<file path="src/rtl/abs_diff_err_pkg.sv">
// Shared types and width helpers for the absolute-difference error monitor.
package abs_diff_err_pkg;

  typedef enum logic [1:0] {
    S_IDLE,
    S_SWEEP,
    S_DRAIN,
    S_DONE
  } state_e;

  localparam int OPW_DEF = 2;
  localparam int IN_W    = 2 * OPW_DEF;
  localparam int SUM_W   = 3 * OPW_DEF;
  localparam int CNT_W   = 2 * OPW_DEF + 1;

  function automatic int in_w(input int opw);
    return 2 * opw;
  endfunction

  function automatic int sum_w(input int opw);
    return 3 * opw;
  endfunction

  function automatic int cnt_w(input int opw);
    return 2 * opw + 1;
  endfunction

endpackage

</file>
<file path="src/rtl/abs_diff_exact.sv">
// Exact combinational |a-b| golden model on OPW-bit unsigned operands.
module abs_diff_exact #(
  parameter int OPW = 2
) (
  input  logic [OPW-1:0] i_a,
  input  logic [OPW-1:0] i_b,
  output logic [OPW-1:0] o_abs
);

  logic signed [OPW:0] w_diff;
  logic signed [OPW:0] w_neg;

  assign w_diff = $signed({1'b0, i_a}) - $signed({1'b0, i_b});
  assign w_neg  = -w_diff;
  assign o_abs  = w_diff[OPW] ? w_neg[OPW-1:0] : w_diff[OPW-1:0];

endmodule

</file>
<file path="src/rtl/abs_diff_err_monitor.sv">
// Exhaustive sweep of an approximate |a-b| circuit against the exact model,
// accumulating max error, error sum and mismatch count.
module abs_diff_err_monitor
  import abs_diff_err_pkg::*;
#(
  parameter int OPW = 2,
  parameter int ET  = 1,
  parameter int LAT = 0
) (
  input  logic                    clk,
  input  logic                    rst,
  input  logic                    start,
  output logic [in_w(OPW)-1:0]    dut_in,
  input  logic [OPW-1:0]          dut_out,
  output logic                    busy,
  output logic                    done,
  output logic [OPW-1:0]          max_err,
  output logic [sum_w(OPW)-1:0]   err_sum,
  output logic [cnt_w(OPW)-1:0]   mismatches,
  output logic                    pass
);

  localparam int W_IN  = in_w(OPW);
  localparam int W_SUM = sum_w(OPW);
  localparam int W_CNT = cnt_w(OPW);
  localparam int CW    = (LAT > 0) ? $clog2(LAT + 1) : 1;
  localparam logic [31:0] ET_V = ET;

  state_e               r_state;
  state_e               w_state_nxt;
  logic [W_IN-1:0]      r_vec;
  logic [CW-1:0]        r_drain_cnt;
  logic [OPW-1:0]       r_max;
  logic [W_SUM-1:0]     r_sum;
  logic [W_CNT-1:0]     r_mis;
  logic                 r_pass;
  logic [OPW-1:0]       w_exact;
  logic [OPW-1:0]       w_cmp_exact;
  logic                 w_cmp_vld;
  logic [OPW-1:0]       w_err;
  logic [OPW-1:0]       w_max_nxt;
  logic                 w_push;
  logic                 w_last_vec;
  logic                 w_accept;

  assign w_push     = (r_state == S_SWEEP);
  assign w_last_vec = &r_vec;
  assign w_accept   = (r_state == S_IDLE) && start;

  abs_diff_exact #(.OPW(OPW)) u_gold (
    .i_a   (r_vec[OPW-1:0]),
    .i_b   (r_vec[W_IN-1:OPW]),
    .o_abs (w_exact)
  );

  // Delay line: exact result and valid tag travel LAT cycles to meet dut_out
  if (LAT == 0) begin : g_comb
    assign w_cmp_exact = w_exact;
    assign w_cmp_vld   = w_push;
  end else begin : g_dly
    logic [OPW-1:0] r_exact_p [LAT];
    logic           r_vld_p   [LAT];

    always_ff @(posedge clk or posedge rst) begin
      if (rst) begin
        for (int i = 0; i < LAT; i++) begin
          r_exact_p[i] <= '0;
          r_vld_p[i]   <= 1'b0;
        end
      end else begin
        r_exact_p[0] <= w_exact;
        r_vld_p[0]   <= w_push;
        for (int i = 1; i < LAT; i++) begin
          r_exact_p[i] <= r_exact_p[i-1];
          r_vld_p[i]   <= r_vld_p[i-1];
        end
      end
    end

    assign w_cmp_exact = r_exact_p[LAT-1];
    assign w_cmp_vld   = r_vld_p[LAT-1];
  end

  abs_diff_exact #(.OPW(OPW)) u_err (
    .i_a   (w_cmp_exact),
    .i_b   (dut_out),
    .o_abs (w_err)
  );

  assign w_max_nxt = (w_cmp_vld && (w_err > r_max)) ? w_err : r_max;

  always_ff @(posedge clk or posedge rst) begin
    if (rst) r_state <= S_IDLE;
    else     r_state <= w_state_nxt;
  end

  always_comb begin
    w_state_nxt = r_state;
    case (r_state)
      S_IDLE:  if (start) w_state_nxt = S_SWEEP;
      S_SWEEP: begin
        if (w_last_vec) begin
          if (LAT == 0) w_state_nxt = S_DONE;
          else          w_state_nxt = S_DRAIN;
        end
      end
      S_DRAIN: if (r_drain_cnt == CW'(LAT - 1)) w_state_nxt = S_DONE;
      S_DONE:  w_state_nxt = S_IDLE;
      default: w_state_nxt = S_IDLE;
    endcase
  end

  always_comb begin
    busy = (r_state != S_IDLE);
    done = (r_state == S_DONE);
  end

  always_ff @(posedge clk or posedge rst) begin
    if (rst) begin
      r_vec       <= '0;
      r_drain_cnt <= '0;
    end else begin
      if (w_accept)                   r_vec <= '0;
      else if (w_push && !w_last_vec) r_vec <= r_vec + W_IN'(1);
      if (r_state == S_DRAIN) r_drain_cnt <= r_drain_cnt + CW'(1);
      else                    r_drain_cnt <= '0;
    end
  end

  // Pass is decided on the edge entering DONE, including that edge's compare
  always_ff @(posedge clk or posedge rst) begin
    if (rst) begin
      r_max  <= '0;
      r_sum  <= '0;
      r_mis  <= '0;
      r_pass <= 1'b0;
    end else if (w_accept) begin
      r_max  <= '0;
      r_sum  <= '0;
      r_mis  <= '0;
      r_pass <= 1'b0;
    end else begin
      if (w_cmp_vld) begin
        r_max <= w_max_nxt;
        r_sum <= r_sum + W_SUM'(w_err);
        r_mis <= r_mis + W_CNT'(w_err != '0);
      end
      if (w_state_nxt == S_DONE && r_state != S_DONE)
        r_pass <= (32'(w_max_nxt) <= ET_V);
    end
  end

  assign dut_in     = r_vec;
  assign max_err    = r_max;
  assign err_sum    = r_sum;
  assign mismatches = r_mis;
  assign pass       = r_pass;

endmodule

</file>
<file path="config.mk">
export PLATFORM = sky130hd
export DESIGN_NAME = abs_diff_err_monitor
export DESIGN_NICKNAME = d
export VERILOG_FILES = /design/src/rtl/abs_diff_err_pkg.sv /design/src/rtl/abs_diff_exact.sv /design/src/rtl/abs_diff_err_monitor.sv
export SDC_FILE = /design/constraint.sdc
export NUM_CORES = 1
export LEC_CHECK = 0
export CAP_MARGIN = 15
export CORE_MARGIN = 1.5
export CORE_UTILIZATION = 53
export DETAILED_ROUTE_END_ITERATION = 7
export PLACE_DENSITY = 0.95
export RECOVER_POWER = 50
export SYNTH_ARGS = -nofsm -noshare
export SYNTH_HDL_FRONTEND = slang
export SYNTH_SLANG_ARGS = --single-unit
</file>
<file path="constraint.sdc">
create_clock -name clk -period 7.9 [get_ports clk]
set_clock_uncertainty 0.1 [all_clocks]
set_input_delay 1.185 -clock clk [delete_from_list [all_inputs] [get_ports clk]]
set_output_delay 1.185 -clock clk [all_outputs]
set_load 0.01 [all_outputs]
</file>
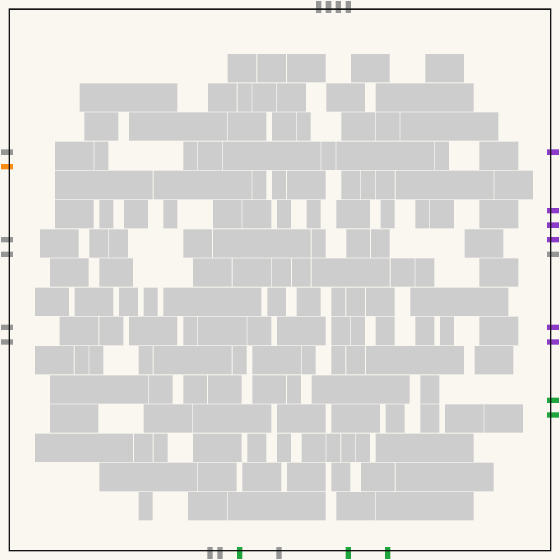
io_placement.png
Pins as bars across the die edge, other pins in gray.
| color | port | pins | direction | edge |
|---|---|---|---|---|
| orange | rst | 1 | input | left |
| purple | err_sum | 6 | output | right |
| green | mismatches | 5 | output | 3 bottom, 2 right |
all pins by edge: 9 right, 6 left, 6 bottom, 4 top

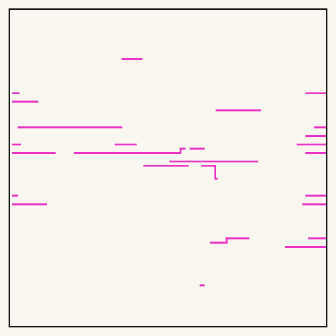
layer_met3.png
longest straight run: 16.8 um
wire length on this layer: 130 um
share of all routed wire: 5.1%
main direction: horizontal
nets with wire on the layer: 22
WL final: 2560 um
via count: 987
met3 usage: 3.87%

==> ci_impl_report.md <==
### Flow metrics

| Metric | Value |
|---|---|
| Status | `complete, no violations` |
| Distinct cell type count after synthesis | `31` |
| Initial Util | `58.1%` |
| Syn Area/Cell | `9.80 um2` |
| Area of the mapped netlist | `1190 um2` |
| Yosys chip area | `1190 um2` |
| Clk_lat worst skew | `0.31 ns` |
| CTS buffer count | `3` |
| Die area | `2530 um2` |
| CTS max path bufs | `2` |
| Ys flop type | `dfrtp_1` |
| Cell taking the most area after synthesis | `dfrtp_1` |
| Ys flops | `21` |
| Top delay family on crit path | `adder cells` |
| DP HPWL | `1970 um` |
| Die height | `50.3 um` |
| CTS tree | `done` |
| Num ports | `25` |
| Logic area | `608 um2` |
| PortBufs | `24` |
| CTS Hold Buffers Added | `0` |
| Antenna violations before repair | `0` |
| Routed Antenna Nets | `0` |
| Crit path largest cell delay | `0.52 ns` |
| Synth warnings | `0` |
| Starting DRT DRC Count | `6` |
| Max stage delay cell, worst path | `fa_1` |
==> metal layers <==
layer  global-route usage, %  share of wire, %  up-vias
met3                    3.87               5.1        6
met1                    25.8                40      481
li1                        -                 -      468
met5                       0                 0        -
met4                    9.46               1.6        0
met2                    41.2                53       32
==> layout make-up <==
| cell class | instances | area share (%) |
|---|---|---|
| Multi-Input combinational cell | 88 | 41.3 |
| Sequential cell | 21 | 35.7 |
| Timing Repair Buffer | 24 | 16.3 |
| Inverter | 10 | 2.55 |
| Tap cell | 27 | 2.29 |
| Clock buffer | 3 | 1.53 |
| Clock inverter | 1 | 0.340 |
==> through the flow <==
stage	instances	worst slack, ns
2_1_floorplan	121	4.60
3_3_place_gp	170	4.09
3_5_place_dp	170	3.97
4_1_cts	174	4.27
5_1_grt	174	4.16
6_report	174	4.29
==> state kept, by name, summed over array words and instances (netlist names) <==
signal       count
dut_in           4
pass             1
err_sum          6
r_drain_cnt      1
r_state          2
mismatches       5
max_err          2
==> cells in the final DEF (no fill, tap or decap), types with 2 or more instances in the layout <==
cell,n
dlygate4sd3_1,4
mux2i_1,4
nand2b_1,4
xnor2_1,3
nor2_1,7
nand2_1,17
clkbuf_4,3
a21oi_1,4
o21ai_0,10
nand3_1,5
nand4_1,3
clkdlybuf4s50_1,20
inv_1,10
xor2_1,2
dfrtp_1,21
fa_1,3
ha_1,9
or3_1,2
==> worst paths after layout <==
path	endpoint	depth (start not counted)
setup reg to reg	pass$_DFFE_PP0P_	11
hold / removal	r_drain_cnt$_DFF_PP0_	1
hold reg to reg	r_drain_cnt$_DFF_PP0_	1
min in group asynchronous	dut_in[2]$_DFFE_PP0P_	2
max in group asynchronous	mismatches[1]$_DFFE_PP0P_	2
setup / recovery	pass$_DFFE_PP0P_	9
==> kinds of logic after synthesis <==
| kind of cell | after synthesis | synth area share, % |
|---|---|---|
| xor gates and xnor gates | 5 | 3.69 |
| muxes | 4 | 3.38 |
| and+or+nand+nor | 46 | 19.6 |
| DFF | 21 | 44.3 |
| AOI/OAI and AO/OA | 21 | 10.4 |
| buffers and inverters | 12 | 4.01 |
| adders and majority gates | 12 | 14.6 |
